### src/rtl/yacc_sb_writeback_unpacker.sv
// YACC superblock write-back unpacker: splits one evicted superblock into lines.
// Optional YACC_WB_STATS_EN adds line and superblock counters.
module yacc_sb_writeback_unpacker #(
  parameter int DATA_W  = 512,
  parameter int TAG_W   = 21,
  parameter int INDEX_W = 3
) (
  input  logic               clock,
  input  logic               reset,
  input  logic               in_valid,
  output logic               in_ready,
  input  logic [1:0]         in_cf,
  input  logic [TAG_W+3:0]   in_sbtag,
  input  logic [1:0]         in_half_vld,
  input  logic [INDEX_W-1:0] in_index,
  input  logic [DATA_W-1:0]  in_data,
  output logic               out_valid,
  input  logic               out_ready,
  output logic [31:0]        out_addr,
  output logic [DATA_W-1:0]  out_data,
  output logic               sb_done
`ifdef YACC_WB_STATS_EN
  ,
  output logic [31:0]        wb_line_cnt,
  output logic [31:0]        wb_sb_cnt
`endif
);

  typedef enum logic {IDLE, EMIT} state_t;

  state_t             state;
  logic [3:0]         pend;
  logic [1:0]         cf_q;
  logic [3:0]         fld_q;
  logic [TAG_W-1:0]   tag_q;
  logic [INDEX_W-1:0] idx_q;
  logic [DATA_W-1:0]  data_q;

  logic [3:0]         in_mask;
  logic [1:0]         src_cf;
  logic [3:0]         src_fld;
  logic [TAG_W-1:0]   src_tag;
  logic [INDEX_W-1:0] src_idx;
  logic [DATA_W-1:0]  src_data;
  logic [3:0]         src_mask;
  logic [3:0]         low;
  logic [3:0]         rest;
  logic [1:0]         k;
  logic [1:0]         blk;
  logic [DATA_W-1:0]  ldata;
  logic [31:0]        laddr;

  assign in_ready = (state == IDLE);

  always_comb begin
    in_mask = 4'b0000;
    unique case (in_cf)
      2'b00:   in_mask = 4'b0001;
      2'b01:   in_mask = {2'b00, in_half_vld};
      2'b10:   in_mask = in_sbtag[3:0];
      default: in_mask = 4'b0000;
    endcase
  end

  // In IDLE the first line is built straight from the inputs so it
  // appears one cycle after acceptance; later lines use captured state.
  always_comb begin
    if (state == IDLE) begin
      src_cf   = in_cf;
      src_fld  = in_sbtag[3:0];
      src_tag  = in_sbtag[TAG_W+3:4];
      src_idx  = in_index;
      src_data = in_data;
      src_mask = in_mask;
    end else begin
      src_cf   = cf_q;
      src_fld  = fld_q;
      src_tag  = tag_q;
      src_idx  = idx_q;
      src_data = data_q;
      src_mask = pend;
    end
  end

  assign low  = src_mask & (~src_mask + 4'd1);
  assign rest = src_mask & ~low;

  always_comb begin
    k = 2'd0;
    for (int i = 3; i >= 0; i--)
      if (src_mask[i]) k = 2'(i);
  end

  always_comb begin
    blk   = src_fld[3:2];
    ldata = src_data;
    unique case (src_cf)
      2'b01: begin
        if (k[0]) begin
          blk   = src_fld[3:2];
          ldata = {{(DATA_W-256){1'b0}}, src_data[511:256]};
        end else begin
          blk   = src_fld[1:0];
          ldata = {{(DATA_W-256){1'b0}}, src_data[255:0]};
        end
      end
      2'b10: begin
        blk   = k;
        ldata = {{(DATA_W-128){1'b0}}, src_data[{k, 7'b0} +: 128]};
      end
      default: begin
        blk   = src_fld[3:2];
        ldata = src_data;
      end
    endcase
  end

  assign laddr = {src_tag, src_idx, blk, 6'b0};

  always_ff @(posedge clock) begin
    if (reset) begin
      state     <= IDLE;
      pend      <= 4'b0;
      cf_q      <= 2'b0;
      fld_q     <= 4'b0;
      tag_q     <= '0;
      idx_q     <= '0;
      data_q    <= '0;
      out_valid <= 1'b0;
      out_addr  <= 32'b0;
      out_data  <= '0;
      sb_done   <= 1'b0;
    end else begin
      sb_done <= 1'b0;
      unique case (state)
        IDLE: begin
          if (in_valid) begin
            cf_q   <= in_cf;
            fld_q  <= in_sbtag[3:0];
            tag_q  <= in_sbtag[TAG_W+3:4];
            idx_q  <= in_index;
            data_q <= in_data;
            if (in_mask != 4'b0) begin
              out_valid <= 1'b1;
              out_addr  <= laddr;
              out_data  <= ldata;
              pend      <= rest;
              state     <= EMIT;
            end else begin
              sb_done <= 1'b1;
            end
          end
        end
        EMIT: begin
          if (out_ready) begin
            if (pend != 4'b0) begin
              out_addr <= laddr;
              out_data <= ldata;
              pend     <= rest;
            end else begin
              out_valid <= 1'b0;
              sb_done   <= 1'b1;
              state     <= IDLE;
            end
          end
        end
        default: state <= IDLE;
      endcase
    end
  end

`ifdef YACC_WB_STATS_EN
  always_ff @(posedge clock) begin
    if (reset) begin
      wb_line_cnt <= 32'b0;
      wb_sb_cnt   <= 32'b0;
    end else begin
      if (out_valid && out_ready) wb_line_cnt <= wb_line_cnt + 32'd1;
      if (sb_done) wb_sb_cnt <= wb_sb_cnt + 32'd1;
    end
  end
`endif

endmodule

### config.mk
export PLATFORM = sky130hd
export DESIGN_NAME = yacc_sb_writeback_unpacker
export DESIGN_NICKNAME = d
export VERILOG_FILES = /design/src/rtl/yacc_sb_writeback_unpacker.sv
export SDC_FILE = /design/constraint.sdc
export NUM_CORES = 2
export LEC_CHECK = 0
export ABC_AREA = 1
export CORE_UTILIZATION = 25
export CTS_BUF_LIST = sky130_fd_sc_hd__clkbuf_16
export DETAILED_ROUTE_END_ITERATION = 10
export PLACE_DENSITY_LB_ADDON = 0.08
export SLEW_MARGIN = 20
export SYNTH_ARGS = -nofsm -noshare
export SYNTH_HDL_FRONTEND = slang
export SYNTH_SLANG_ARGS = --single-unit
### constraint.sdc
create_clock -name clock -period 3.5 [get_ports clock]
set_clock_uncertainty 0.1 [all_clocks]
set_input_delay 0.7 -clock clock [delete_from_list [all_inputs] [get_ports clock]]
set_output_delay 0.7 -clock clock [all_outputs]
set_load 0.02 [all_outputs]
### Placement density heat map

The die is cut into 23 by 23 equal tiles; black is low, pale yellow is high, 0 to 100% covered.
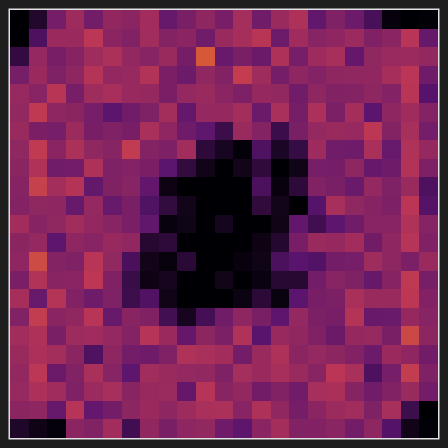
The emptiest ninth of the die: middle. The mean over all tiles is 32%. 6.8% of the tiles are nearly empty. The fullest tile reaches 60%.
FP Util: 25.2%
Finished Core Util: 34.1%
placeable core area: 210000 um^2

### Where the registers sit

Other sequential cells in the stronger grey, the rest of the logic in the fainter grey.
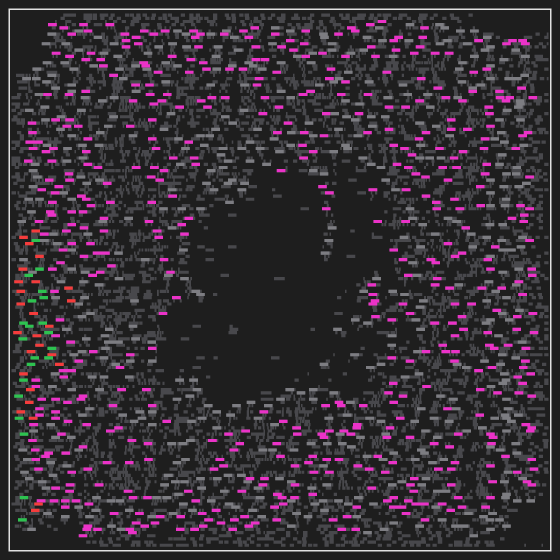
Magenta shows out_data, sequential cells 512, where spread over the die. Red shows out_addr, sequential cells 26. Green shows tag_q, sequential cells 21.
sequential power: 14600 uW
fraction of area in registers: 30.3%
Seq. cell area: 21700 um^2

### Routing congestion map

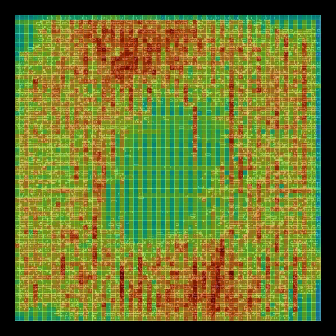
fraction of met3 tracks used by global routing: 5.85%
routed wire length per instance: 23.8 um

### Placement by cell class

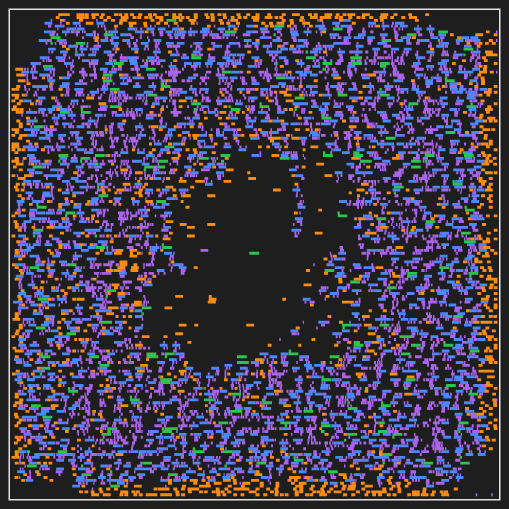
Green shows clock drivers and dummy loads, cells 247, share of their area 6.3%. Blue shows sequential cells, cells 1086, share of their area 32%. Orange shows remaining buffers and delay cells, cells 1313, share of their area 20%. Purple shows combinational and other logic, cells 5806, share of their area 42%.
cell row count: 168
post-route standard cell area excluding fillers: 71800 um^2

==> impl_metrics.ini <==
; physical design summary
[run_status]
outcome = finished, final reports clean

[place]
detailed_place.area_um2 = 67400
finalWeightedCongestion = 0.860
detailed_place_hpwl_mm = 190

[pwr]
vdd_ir_drop_max_mv = 0.530
p_clk_share_pct = 33.9
finalPower_uw = 41600
power.share.combinational_pct = 31.1
power.density_cell_area_nw_per_um2 = 579

[grt]
first_global_vias = 52900
grt_util_met2_pct = 37.6
grt.busiest_layer = met2
grt_max_degree = 186
antenna_violations_before_repair = 84

[final_timing]
final_critical_path_setup_slack_ns = 0.414
setup_viol_count_final = 0
report.final.hold_viol_count = 0
unrepaired_setup_endpoints_after_global_routing = false
part_of_the_cycle_the_worst_path_needs_pct = 88.2
fin_crit_ns = 3.09
worst_hold_slack_ns = 0.132

[clock_tree]
h-tree-depth = 4
cts_buffers = 142
cts.reportedPaths.clkPinSlew_ns = 0.06
holdBufCountCts = 0
post_cts_resized = 0

[synth]
mappedNetlistArea_um2 = 53100
yosys-top-cells-area = dfxtp_1, o21ai_0, a21oi_1, nand2_1, nand3_1
synth_top_area_share_pct = 41.0
synth_cell_types = 30
synth-seq-area-share_pct = 41.0
synth_flops = 1086
enable_flop_cells = 0
syn-instance-count = 7613

[routing]
drc = 0
routed_wirelength_mm = 269
dr_vias = 56400
met3_wirelength_mm = 18.4
drt_first_pass_iters = 6

[setup_path]
ff2ff_path_depth = 12
rr_endpoint = out_data[125]$_SDFFE_PP0P_
path_max_fanout = 11
critical-path-top-delay-family = buffers and inverters

[cells_and_area]
post_route_cells_drive_above_1_share_pct = 5.28
multi_input_comb_area_um2 = 26500
biggestCellCategory = logic gates
nClkBuffers = 144
area.share.combinational_pct = 36.9
reg.largest.list = data_q (512), out_data (512), out_addr (26)

[floorplanning]
fp.dieW_um = 463
==> power by group through the flow <==
| stage | Sequential [uW] | Clock, uW | Combinational (uW) |
|---|---|---|---|
| 6_report | 14600 | 14100 | 12900 |
| 4_1_cts | 14600 | 14500 | 13000 |
| 3_5_place_dp | 14800 | 0 | 12900 |
| 5_1_grt | 14700 | 15000 | 14000 |
| 3_3_place_gp | 14800 | 0 | 12900 |
| 2_1_floorplan | 15400 | 0 | 6130 |
==> kinds of logic after synthesis <==
| group | share of synthesized area, % |
|---|---|
| AOI/OAI and AO/OA | 27.9 |
| adders and majority gates | 0.0471 |
| buffers and inverters | 9.27 |
| other | 0.00707 |
| muxes | 2.41 |
| DFF | 41.0 |
| and+or+nand+nor | 19.4 |
==> placed cells by master (no fill, tap or decap), drive strengths merged, types with 2 or more instances in the layout <==
master            n
nand2          1531
o21ai          1313
a21oi          1162
clkdlybuf4s50  1087
dfxtp          1086
nand3           626
inv             527
buf             226
nor2            184
clkbuf          144
mux2i           128
o211a           128
a21o            128
nand3b           90
clkinv           43
diode            37
a31oi            25
bufinv            7
conb              6
a211oi            2
clkinvlp          2
or2               2
ha                2
==> worst max-delay path by stage <==
| stage | slack [ns] | endpoint | startpoint | depth (start not counted) |
|---|---|---|---|---|
| after global routing | 0.34 | in_ready | state$_SDFF_PP0_ | 2 |
| after global placement | 0.08 | out_data[74]$_SDFFE_PP0P_ | in_cf[1] | 11 |
| final | 0.41 | in_ready | state$_SDFF_PP0_ | 2 |
| after detailed placement | 0.09 | out_data[125]$_SDFFE_PP0P_ | in_cf[1] | 13 |
| after CTS | 0.31 | in_ready | state$_SDFF_PP0_ | 2 |
| after floorplan | 0.12 | out_data[118]$_SDFFE_PP0P_ | state$_SDFF_PP0_ | 20 |
Power figures rest on the tool's default switching activity, not on a simulated workload.
